==> src/rtl/dcm_freq_pkg.sv <==
// Shared constants for the DCM_CLKGEN run-time reprogramming controller:
// M-1/D-1 tables, LoadD/LoadM command prefixes, frame lengths and FSM encoding.
package dcm_freq_pkg;

    // CLKFX = 50 MHz * M/D; packed with option 7 in the top byte.
    localparam logic [63:0] D_MINUS1_TAB = {8'd25, 8'd24, 8'd7, 8'd17, 8'd4, 8'd11, 8'd6, 8'd24};
    localparam logic [63:0] M_MINUS1_TAB = {8'd16, 8'd15, 8'd4, 8'd10, 8'd2, 8'd6, 8'd3, 8'd13};

    localparam logic [1:0] LOADD = 2'b01;
    localparam logic [1:0] LOADM = 2'b11;

    localparam logic [3:0] LOAD_LAST = 4'd9;
    localparam logic [3:0] GAP_LAST  = 4'd1;

    localparam logic [2:0] ST_IDLE      = 3'd0;
    localparam logic [2:0] ST_LOAD_D    = 3'd1;
    localparam logic [2:0] ST_GAP_D     = 3'd2;
    localparam logic [2:0] ST_LOAD_M    = 3'd3;
    localparam logic [2:0] ST_GAP_M     = 3'd4;
    localparam logic [2:0] ST_GO        = 3'd5;
    localparam logic [2:0] ST_WAIT_DONE = 3'd6;

    typedef struct packed {
        logic en;
        logic data;
    } prog_bus_t;

    function automatic logic [7:0] d_minus1(input logic [2:0] opt);
        return D_MINUS1_TAB[{opt, 3'b000} +: 8];
    endfunction

    function automatic logic [7:0] m_minus1(input logic [2:0] opt);
        return M_MINUS1_TAB[{opt, 3'b000} +: 8];
    endfunction

    // Bit idx of a 10-bit load word: two prefix bits, then value LSB first.
    function automatic logic load_bit(input logic [1:0] prefix, input logic [7:0] value,
                                      input logic [3:0] idx);
        if (idx < 4'd2) begin
            return prefix[idx[0]];
        end
        return value[3'(idx - 4'd2)];
    endfunction

endpackage

==> src/rtl/option_sync_filter.sv <==
// Brings pll_option into the clk domain and reports it only after it has held
// steady for STABLE_CYCLES consecutive samples.
module option_sync_filter #(
    parameter int STABLE_CYCLES = 16
) (
    input  logic       clk,
    input  logic       rst_n,
    input  logic [2:0] opt_in,
    output logic [2:0] opt_stable,
    output logic       opt_valid
);

    localparam int CW = (STABLE_CYCLES > 1) ? $clog2(STABLE_CYCLES) : 1;
    localparam logic [CW-1:0] CNT_MAX = CW'(STABLE_CYCLES - 1);

    logic [2:0]    sync1;
    logic [2:0]    sync2;
    logic [2:0]    last;
    logic [CW-1:0] cnt;

    always_ff @(posedge clk or negedge rst_n) begin
        if (!rst_n) begin
            sync1 <= '0;
            sync2 <= '0;
            last  <= '0;
            cnt   <= '0;
        end else begin
            sync1 <= opt_in;
            sync2 <= sync1;
            if (sync2 != last) begin
                last <= sync2;
                cnt  <= '0;
            end else if (cnt != CNT_MAX) begin
                cnt <= cnt + 1'b1;
            end
        end
    end

    // opt_valid qualifies opt_stable; there is no ready, the consumer samples
    // the pair whenever it is able to act, and valid drops on any new change.
    assign opt_stable = last;
    assign opt_valid  = (sync2 == last) && (cnt == CNT_MAX);

endmodule

==> src/rtl/dcm_freq_programmer.sv <==
// Applies stable pll_option values to the DCM_CLKGEN through PROGEN/PROGDATA as
// complete LoadD/LoadM/GO frames, then waits for PROGDONE with a timeout.
module dcm_freq_programmer
    import dcm_freq_pkg::*;
#(
    parameter int STABLE_CYCLES = 16,
    parameter int DONE_TIMEOUT  = 1024
) (
    input  logic       clk,
    input  logic       rst_n,
    input  logic [2:0] pll_option,
    input  logic       prog_done,
    output logic       prog_en,
    output logic       prog_data,
    output logic       busy,
    output logic [2:0] applied_option,
    output logic       error
);

    localparam int TW = (DONE_TIMEOUT > 1) ? $clog2(DONE_TIMEOUT) : 1;
    localparam logic [TW-1:0] TO_LAST = TW'(DONE_TIMEOUT - 1);

    logic [2:0]    state;
    logic [3:0]    bit_cnt;
    logic [TW-1:0] wait_cnt;
    logic [2:0]    target;
    logic          retry_block;
    logic [2:0]    opt_stable;
    logic          opt_valid;
    logic          start_frame;
    prog_bus_t     bus;

    option_sync_filter #(
        .STABLE_CYCLES(STABLE_CYCLES)
    ) u_filter (
        .clk       (clk),
        .rst_n     (rst_n),
        .opt_in    (pll_option),
        .opt_stable(opt_stable),
        .opt_valid (opt_valid)
    );

    // A timed-out option stays blocked until the filter sees a fresh change.
    assign start_frame = opt_valid && (opt_stable != applied_option)
                         && !(retry_block && (opt_stable == target));

    always_ff @(posedge clk or negedge rst_n) begin
        if (!rst_n) begin
            state          <= ST_IDLE;
            bit_cnt        <= '0;
            wait_cnt       <= '0;
            target         <= '0;
            applied_option <= '0;
            error          <= 1'b0;
            retry_block    <= 1'b0;
        end else begin
            if (!opt_valid) begin
                retry_block <= 1'b0;
            end
            case (state)
                ST_IDLE: begin
                    bit_cnt  <= '0;
                    wait_cnt <= '0;
                    if (start_frame) begin
                        target <= opt_stable;
                        state  <= ST_LOAD_D;
                    end
                end
                ST_LOAD_D: begin
                    if (bit_cnt == LOAD_LAST) begin
                        bit_cnt <= '0;
                        state   <= ST_GAP_D;
                    end else begin
                        bit_cnt <= bit_cnt + 4'd1;
                    end
                end
                ST_GAP_D: begin
                    if (bit_cnt == GAP_LAST) begin
                        bit_cnt <= '0;
                        state   <= ST_LOAD_M;
                    end else begin
                        bit_cnt <= bit_cnt + 4'd1;
                    end
                end
                ST_LOAD_M: begin
                    if (bit_cnt == LOAD_LAST) begin
                        bit_cnt <= '0;
                        state   <= ST_GAP_M;
                    end else begin
                        bit_cnt <= bit_cnt + 4'd1;
                    end
                end
                ST_GAP_M: begin
                    if (bit_cnt == GAP_LAST) begin
                        bit_cnt <= '0;
                        state   <= ST_GO;
                    end else begin
                        bit_cnt <= bit_cnt + 4'd1;
                    end
                end
                ST_GO: begin
                    wait_cnt <= '0;
                    state    <= ST_WAIT_DONE;
                end
                ST_WAIT_DONE: begin
                    if (prog_done) begin
                        applied_option <= target;
                        error          <= 1'b0;
                        retry_block    <= 1'b0;
                        state          <= ST_IDLE;
                    end else if (wait_cnt == TO_LAST) begin
                        error       <= 1'b1;
                        retry_block <= 1'b1;
                        state       <= ST_IDLE;
                    end else begin
                        wait_cnt <= wait_cnt + 1'b1;
                    end
                end
                default: state <= ST_IDLE;
            endcase
        end
    end

    // PROGDATA is sampled by the DCM on the same clk, so a decoded output is safe.
    always_comb begin
        bus = '0;
        case (state)
            ST_LOAD_D: begin
                bus.en   = 1'b1;
                bus.data = load_bit(LOADD, d_minus1(target), bit_cnt);
            end
            ST_LOAD_M: begin
                bus.en   = 1'b1;
                bus.data = load_bit(LOADM, m_minus1(target), bit_cnt);
            end
            ST_GO: begin
                bus.en   = 1'b1;
                bus.data = 1'b0;
            end
            default: bus = '0;
        endcase
    end

    assign prog_en   = bus.en;
    assign prog_data = bus.data;
    assign busy      = (state != ST_IDLE);

endmodule
==> config.mk <==
export PLATFORM = sky130hd
export DESIGN_NAME = dcm_freq_programmer
export DESIGN_NICKNAME = d
export VERILOG_FILES = /design/src/rtl/dcm_freq_pkg.sv /design/src/rtl/option_sync_filter.sv /design/src/rtl/dcm_freq_programmer.sv
export SDC_FILE = /design/constraint.sdc
export NUM_CORES = 1
export LEC_CHECK = 0
export ABC_AREA = 1
export CAP_MARGIN = 30
export CORE_MARGIN = 3
export CORE_UTILIZATION = 47
export CTS_BUF_LIST = sky130_fd_sc_hd__clkbuf_8
export CTS_CLUSTER_DIAMETER = 200
export DETAILED_ROUTE_END_ITERATION = 8
export GPL_TIMING_DRIVEN = 0
export PLACE_DENSITY = 0.65
export SLEW_MARGIN = 20
export SYNTH_ARGS = -nofsm -noshare
export SYNTH_HDL_FRONTEND = slang
export SYNTH_SLANG_ARGS = --single-unit
==> constraint.sdc <==
create_clock -name clk -period 2.2 [get_ports clk]
set_input_delay 0.22 -clock clk [delete_from_list [all_inputs] [get_ports clk]]
set_output_delay 0.22 -clock clk [all_outputs]
set_load 0.02 [all_outputs]
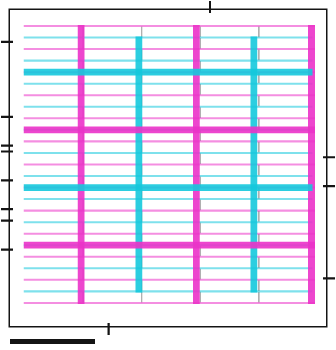
Figure 1: run 1, supply network.
Scale bar: 20 µm. Pins as bars on the die edge. Tap cells in grey.
VDD -> cyan
VSS -> magenta
tap cells = 52
met4 straps = 5
rows = 24
met1 rails = 25
met5 straps = 4

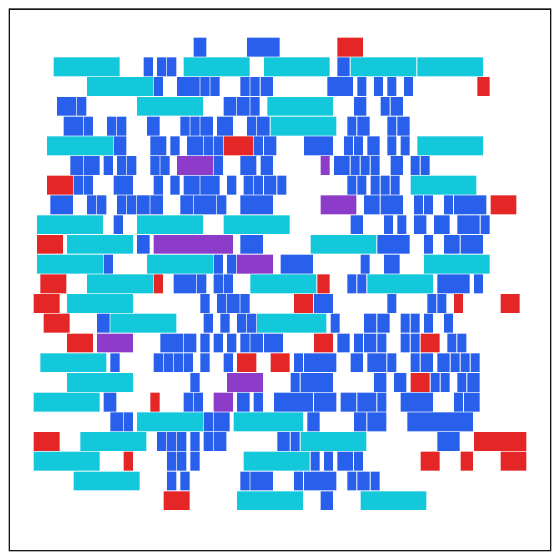
Figure 2: run 1, cells coloured by class.
all other logic -> blue  # cells 244
flops -> cyan  # cells 38
clock drivers and dummy loads -> purple  # cells 8
other buffers and delay cells -> red  # cells 28

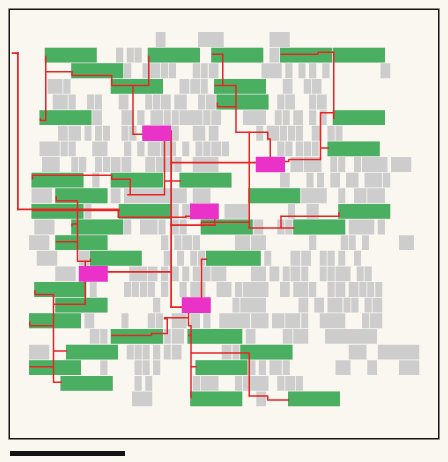
Figure 3: run 1, clock wires, drivers and flops.
Scale bar: 20 µm.
clock wires -> red  # length 513 µm
flip-flops -> green  # count 38
cells driving clock nets -> magenta  # count 5
routed clock nets = 6
clk_skew: 9.57 ps
Clock Latency Late Sink: 290 ps
Clock power frac: 0.247

==> results.toml, run 1 <==
# synthesis and place-and-route metrics
[sta]
hold_viol_final = 0
max_slew_margin = 0.710
max_freq_mhz = 461
tns_ps = 0

[finish]
mostFrequentLayoutCells = "nand2_1 (89), dfrtp_1 (36), inv_1 (33), nor2_1 (21), nand3_1 (20)"
area_delta_synth_final_pct = 18.0
final-comb-area_um2 = 1100
num_antenna_cells = 0
lay_top_count = "nand2_1"
fin_nets = 334
final_layout_size_suffix_gt1_frac = 0.135

[floorplan]
ios = 13
die_w_um = 74.5
design.die.area_um2 = 5550

[drt]
wl_met2_mm = 2.07
ant_nets = 0
top_layer = "met4"
via_per_inst = 5.19

[place]
globalplace.congestion = 0.821
io_buffer_count = 12

[flow_run]
maxCapViolCount = 0

[outcome]
outcome = "completed"

[yosys]
synth_nets = 306
ys_cells = 289
ys_ff = 38
synth.yosys.seq_area_share = 0.431

[pwr]
leakage_nw = 1.27

[global_route]
grt_max_degree = 27
grt_util_met2 = 0.289
grt_pass1_vias = 1752

[clocking]
path_clk_slew_ps = 80
cts_sinks = 38

[worst_setup_path]
start_kind = "flop"
worstSetupEndpointType = "primary output"
[run 1: cell type report]
type                    count  share of cell area
plain buffers               7              0.0139
clock buffers               5              0.0265
clock inverters             3              0.0159
inverters                  37              0.0548
multi-input cells         207               0.422
flip-flops and latches     38               0.367
well taps                  52              0.0250
repair buffers             21              0.0750
[run 1: registers in the layout, summed over array words and instances, names as in the netlist]
name / flops
state: 3
retry_block: 1
error: 1
u_filter.opt_stable: 3
bit_cnt: 4
applied_option: 3
wait_cnt: 10
target: 3
u_filter.sync1: 3
u_filter.cnt: 4
u_filter.sync2: 3
[run 1: timing repair]
action	4_1_cts	5_1_grt
endpoints found under the setup margin	1	2
hold buffers	1	0
endpoints found under the hold margin	12	0
resized	8	7
pin swaps	0	2
buffers inserted	6	1
[run 1: per-stage QoR]
stage / worst slack, ps / util / area, µm² / power, mW / hold slack (ps)
5_1_grt: -146 / 0.585 / 2600 / 2.57 / 358
4_1_cts: 7.97 / 0.579 / 2570 / 2.39 / 354
2_1_floorplan: 452 / - / 2200 / 1.54 / -75.6
3_3_place_gp: -128 / 0.538 / 2390 / 1.80 / 333
3_5_place_dp: -159 / 0.541 / 2400 / 1.81 / 140
6_report: 30.1 / 0.585 / 2600 / 2.38 / 350
[run 1: kinds of logic after synthesis]
family	synth area share
buf+inv	0.0795
flops	0.431
simple gates	0.300
fa+ha+maj	0.0624
xor+xnor	0.0318
compound gates	0.0954
[run 1: synth_stat cells (all sizes together)]
cell type	n	area (µm²)
nand4	6	43.8
nand3b	2	15.0
clkbuf	4	15.0
nand3	21	110
a21boi	1	7.51
o211ai	3	22.5
o31ai	1	7.51
dfrtp	38	951
nand2	91	347
xor2	5	43.8
o21ai	16	87.6
inv	37	139
buf	3	21.3
o21a	1	7.51
nor3	4	20.0
o22ai	3	18.8
xnor2	3	26.3
nor2	26	113
or2	2	12.5
ha	11	138
a21oi	11	58.8
[run 1: worst paths after layout]
check | from | endpoint | slack, ps | cells after the start
worst min register to register | u_filter.sync1[1]$_DFF_PN0_ | u_filter.sync2[1]$_DFF_PN0_ | 350 | 0
min in group clk | u_filter.sync1[1]$_DFF_PN0_ | u_filter.sync2[1]$_DFF_PN0_ | 350 | 0
worst min-delay path | rst_n | bit_cnt[2]$_DFFE_PN0P_ | 350 | 2
max in group asynchronous | rst_n | target[1]$_DFFE_PN0P_ | 1390 | 3
worst max register to register | bit_cnt[1]$_DFFE_PN0P_ | state[2]$_DFFE_PN0P_ | 550 | 10
worst max-delay path | target[1]$_DFFE_PN0P_ | prog_data | 30 | 10
[run 1: worst max-delay path, cell delays in order, from the launching register on]
cell and delay [ps]:
dfrtp_2 420, clkinvlp_4 180, ha_2 200, or2_2 300
o211ai_1 80, o21ai_1 100, nand2_1 70, nand2_1 50
nand2_1 60, nand2_1 60, buf_4 150
[run 1: power breakdown]
part,switching [mW],internal (mW)
combinational,0.601,0.346
sequential,0.0729,0.773
clock,0.253,0.334
total,0.928,1.45
Figure 4. Signal wires by layer (run 1).
Scale bar: 20 µm. Two of the layers only.
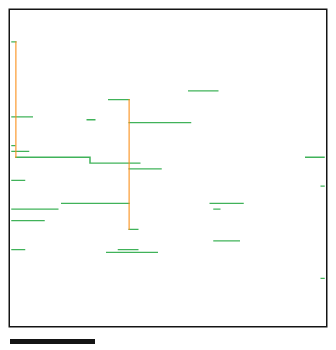

==> run 2, diff against run 1 <==
CORE_MARGIN = default   (was 3)
CTS_BUF_LIST = sky130_fd_sc_hd__clkbuf_4 sky130_fd_sc_hd__clkbuf_8 sky130_fd_sc_hd__clkbuf_16   (was sky130_fd_sc_hd__clkbuf_8)
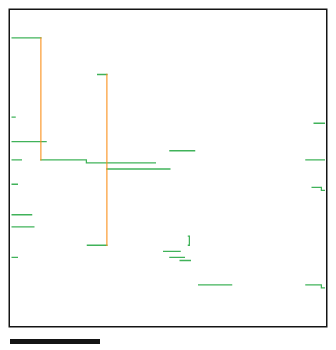
Figure 5: run 2, signal wires by layer.
Scale bar: 20 µm. Two of the layers only.
met4 -> orange  # wire length 65.3 µm
met3 -> green  # wire length 114 µm
drt wl/cell: 11.2 µm
gr usage total: 0.190
Routed WL: 4.18 mm
via count: 1866

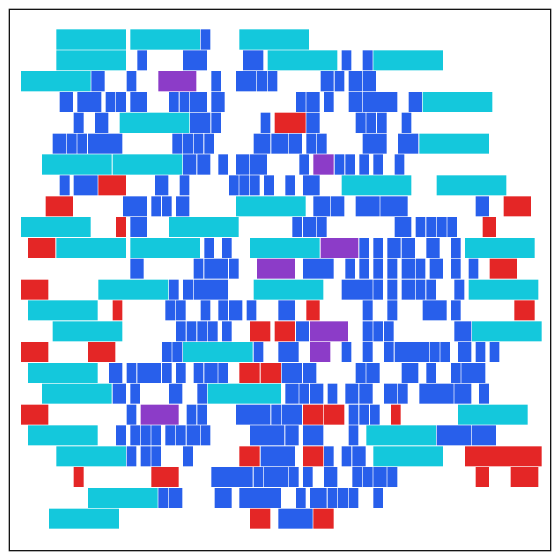
Figure 6: run 2, cells coloured by class.
Finished Cell Area: 2600 µm²
row count: 24
Seq/total area: 0.367

==> run 2 against run 1 <==
  * The flow now finishes with violations (design-rule violations)
  * Via count fell by 2.8%
  * First-iteration DRC count fell by 29%
  * Sequential cell count did not move
  * Global-route usage rose by 0.88 points
  * Critical path depth rose by 2
  * Power fell by 4.7%
  * Clock skew fell by 3.6 ps
  * Area after synthesis did not move
  * Largest cell class unchanged
  * Highest routed layer unchanged
==> results.toml, run 2 <==
# synthesis and place-and-route metrics
[yosys]
synth-edff-count = 0
ys_async_sr_fraction = 1.00
top_area_frac = 0.431
area_leaders = "dfrtp_1 (43%), nand2_1 (15%), ha_1 (6.2%), inv_1 (5.8%), nand3_1 (4.5%)"
synth_nets = 306
ys_ff = 38
ys.flop_type = "dfrtp_1"
ys_cells = 289
synthTopCellsByCount = "nand2_1 (89), dfrtp_1 (38), inv_1 (34)"
yosysMostFrequentCell = "nand2_1"

[finish]
lay_top_count = "nand2_1"
largest_register_ffs = 10
largestRegisters = "wait_cnt: 10 flops, bit_cnt: 4 flops, u_filter.cnt: 4 flops"
fin_nets = 337
num_antenna_cells = 0
final_layout_size_suffix_gt1_frac = 0.141
largest-register = "wait_cnt"
area_delta_synth_final_pct = 17.8

[floorplan]
design.die.area_um2 = 4970
die_w_um = 70.5
ios = 13

[worst_setup_path]
r2r_slack_ps = 540
crit_chain = "inv_4 > buf_4 > ha_1 > a21oi_1 > nand2_1 > nand2_1 > nand2_1 > nand2_1 > nand2_1 > nand2_1 > nand2_1 > buf_4"
worstSetupEndpointType = "primary output"
critPathMostFrequentCell = "nand2_1"
r2r-end = "state[1]$_DFFE_PN0P_"
slowest_stage = "dfrtp_2"
reg2reg_depth = 10
critPathMaxStageDelay_ps = 410
rr_startpoint = "bit_cnt[1]$_DFFE_PN0P_"
start_kind = "flop"

[min_path]
hold_path_end = "u_filter.sync2[1]$_DFF_PN0_"

[place]
io_buffer_count = 12
globalplace.congestion = 0.799

[sta]
max_freq_mhz = 468
max_slew_margin = 0.688
tns_ps = 0

[flow_run]
maxCapViolCount = 0

[outcome]
violations = "design-rule violations"
outcome = "finished with violations"

[clocking]
path_clk_slew_ps = 70
cts_sinks = 38
clock_latency_ps = 290

[global_route]
grt_util_met2 = 0.306

[drt]
drc_errors = 4
via_per_inst = 5.02
ant_nets = 0
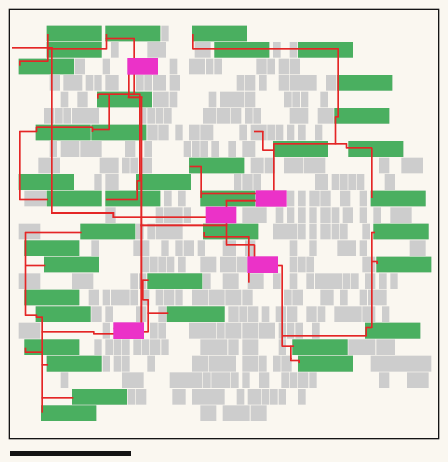
Figure 7: run 2, clock wires, drivers and flops.
Scale bar: 20 µm.
flip-flops -> green  # count 38
clock wires -> red  # length 515 µm
cells driving clock nets -> magenta  # count 5
flops lie = spread over the die
Clk power: 469 µW
clk_skew: 5.99 ps
Clock power frac: 0.207

[run 2: area by class of cell]
type	count	area, µm²	share of cell area
plain buffers	7	36.3	0.0140
well taps	52	65.1	0.0250
inverters	37	141	0.0544
clock buffers	6	76.3	0.0294
flip-flops and latches	38	952	0.367
clock inverters	1	7.51	0.00289
repair buffers	24	225	0.0867
multi-input cells	207	1090	0.421
[run 2: where the power goes]
| group | leakage [nW] | total, mW | internal, mW | switching (mW) |
|---|---|---|---|---|
| Clock | 0.0407 | 0.469 | 0.230 | 0.240 |
| Sequential | 0.499 | 0.849 | 0.774 | 0.0758 |
| Combinational | 0.732 | 0.950 | 0.351 | 0.599 |
| Total | 1.27 | 2.27 | 1.35 | 0.914 |
[run 2: cell families after synthesis]
logic type                 synth area share
adders and majority gates            0.0624
buffers and inverters                0.0795
DFF                                   0.431
xor gates and xnor gates             0.0318
and+or+nand+nor                       0.300
AOI/OAI and AO/OA                    0.0954
[run 2: worst max-delay path by stage]
stage,to,slack (ps),cells past startpoint
finish,prog_data,60,12
global route,prog_data,-50,12
CTS,prog_data,60,10
floorplan,prog_data,450,11
detailed placement,prog_data,-200,12
global placement,prog_data,-200,12
[run 2: timing repair]
action	4_1_cts	5_1_grt
buffers inserted	2	8
setup endpoints to repair	1	2
gates resized	7	8
hold endpoints to repair	18	0
pin swaps	0	2
hold buffers	1	0
gates cloned	0	0
[run 2: metrics by stage]
| stage | std cells | utilization | hold slack [ps] | setup WS [ps] |
|---|---|---|---|---|
| detailed placement | 354 | 0.543 | 202 | -205 |
| global placement | 353 | 0.538 | 336 | -196 |
| finish | 372 | 0.584 | 356 | 62.9 |
| CTS | 364 | 0.566 | 355 | 62.3 |
| global route | 372 | 0.584 | 355 | -52.1 |
| floorplan | 289 | - | -75.6 | 452 |
[run 2: critical path, delay by kind of cell (launching register included)]
| family | cells | cell delay (ps) |
|---|---|---|
| adders and majority gates | 1 | 300 |
| buffers and inverters | 3 | 350 |
| DFF | 1 | 410 |
| AOI/OAI and AO/OA | 1 | 180 |
| and+or+nand+nor | 7 | 390 |
[run 2: routing by layer]
layer | up-vias | routed length (µm)
li1 | 983 | -
met1 | 851 | 2160
met2 | 27 | 1840
met3 | 5 | 114
met4 | 0 | 65
met5 | - | 0
==> run 3, diff against run 2 <==
TNS_END_PERCENT = 10   (was default)
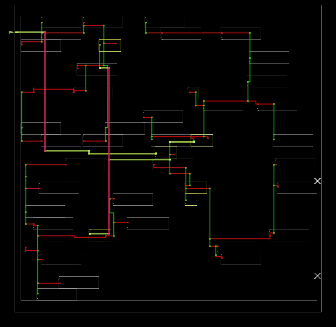
Figure 8: run 3, the clock network.
cts bufs inserted: 5
clock sinks: 38

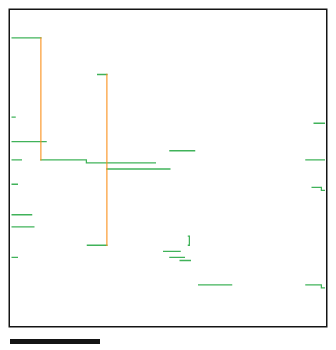
Figure 9: run 3, signal wires by layer.
Scale bar: 20 µm. Two of the layers only.

==> run 3 against run 2 <==
  * The flow still finishes with violations (design-rule violations)
  * Worst hold slack unchanged
  * Largest power group unchanged
  * Critical path depth stayed put
  * Setup slack did not move
  * Wire length is the same
  * Non-clock buffer count stayed put
  * Sequential cell count did not move
  * First-iteration DRC count unchanged
  * Via count did not move
  * Area after synthesis unchanged
  * Die size unchanged
  * Power stayed put
==> results.toml, run 3 <==
# synthesis and place-and-route metrics
[drt]
ant_nets = 0
dr_total_vias = 1866
drc_errors = 4

[worst_setup_path]
rr_startpoint = "bit_cnt[1]$_DFFE_PN0P_"
reg2reg_depth = 10
worstSetupEndpointType = "primary output"
endpoint = "prog_data"

[yosys]
ys.flop_type = "dfrtp_1"
synthTopCellsByCount = "nand2_1 (89), dfrtp_1 (38), inv_1 (34)"
yosysMostFrequentCell = "nand2_1"
area_leaders = "dfrtp_1 (43%), nand2_1 (15%), ha_1 (6.2%), inv_1 (5.8%), nand3_1 (4.5%)"

[clocking]
path_clk_slew_ps = 70
clock_latency_ps = 290

[floorplan]
die_w_um = 70.5

[finish]
largest_register_ffs = 10
utilization = 0.584
design_area_um2 = 2600

[outcome]
violations = "design-rule violations"
outcome = "finished with violations"

[pwr]
netSwitchingPower_uw = 914
p_seq_frac = 0.374
p_clk_frac = 0.207

[sta]
max_freq_mhz = 468
fin_skew_ps = 5.99

[global_route]
grtUsageTotal = 0.190

[place]
globalplace.congestion = 0.799
io_buffer_count = 12
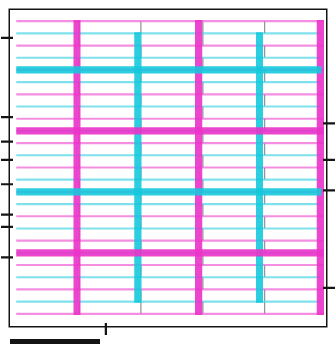
Figure 10: run 3, supply network.
Scale bar: 20 µm. Pins as bars on the die edge. Tap cells in grey.
VSS -> magenta
VDD -> cyan
met4 straps = 5
tap cells = 52
rows = 24
signal pins = 13

[run 3: cell type report]
class	count	share of cell area
Tap cell	52	0.0250
Inverter	37	0.0544
Sequential cell	38	0.367
Multi-Input combinational cell	207	0.421
Buffer	7	0.0140
Clock buffer	6	0.0294
Clock inverter	1	0.00289
Timing Repair Buffer	24	0.0867
[run 3: cell families (layout without fill, tap and decap cells)]
logic type | after synthesis | in the layout | share of synthesized area
xor+xnor | 8 | 8 | 0.0318
buf+inv | 44 | 75 | 0.0795
fa+ha+maj | 11 | 11 | 0.0624
flops | 38 | 38 | 0.431
compound gates | 36 | 36 | 0.0954
simple gates | 152 | 152 | 0.300
[run 3: power by group through the flow]
stage	clock, mW	combinational, mW	sequential [mW]
after global routing	0.516	1.09	0.860
after CTS	0.495	0.934	0.847
after detailed placement	0	0.944	0.859
after global placement	0	0.932	0.861
final	0.469	0.950	0.849
after floorplan	0	0.686	0.853
[run 3: how the worst min path moves through the flow]
stage,from,endpoint,slack [ps]
floorplan,rst_n,applied_option[0]$_DFFE_PN0P_,-80
global placement,u_filter.sync1[1]$_DFF_PN0_,u_filter.sync2[1]$_DFF_PN0_,340
detailed placement,rst_n,bit_cnt[0]$_DFFE_PN0P_,200
CTS,pll_option[2],u_filter.sync1[2]$_DFF_PN0_,360
global route,pll_option[2],u_filter.sync1[2]$_DFF_PN0_,350
finish,u_filter.sync1[1]$_DFF_PN0_,u_filter.sync2[1]$_DFF_PN0_,360
[run 3: metal layers]
| layer | global-route usage | part of all wire |
|---|---|---|
| met5 | 0 | 0 |
| met4 | 0.0680 | 0.016 |
| met3 | 0.0447 | 0.027 |
| met2 | 0.306 | 0.44 |
| met1 | 0.249 | 0.52 |
[run 3: critical path: stages (launching register included)]
cell	delay [ps]
dfrtp_2	410
inv_4	60
buf_4	130
ha_1	300
a21oi_1	180
nand2_1	70
nand2_1	60
nand2_1	50
nand2_1	50
nand2_1	50
nand2_1	50
nand2_1	60
buf_4	160
[run 3: timing repair]
| action | in CTS | in global routing |
|---|---|---|
| pin swaps | 0 | 2 |
| gates resized | 7 | 8 |
| buffers inserted | 2 | 8 |
| hold buffers | 1 | 0 |
| setup endpoints to repair | 1 | 2 |
| hold endpoints to repair | 18 | 0 |
[run 3: through the flow]
| stage | TNS [ps] | setup slack, ps | power (mW) |
|---|---|---|---|
| finish | 0 | 62.9 | 2.27 |
| global route | -52.1 | -52.1 | 2.46 |
| CTS | 0 | 62.3 | 2.28 |
| detailed placement | -205 | -205 | 1.80 |
| global placement | -2000 | -196 | 1.79 |
| floorplan | 0 | 452 | 1.54 |
Power figures rest on the tool's default switching activity, not on a simulated workload.
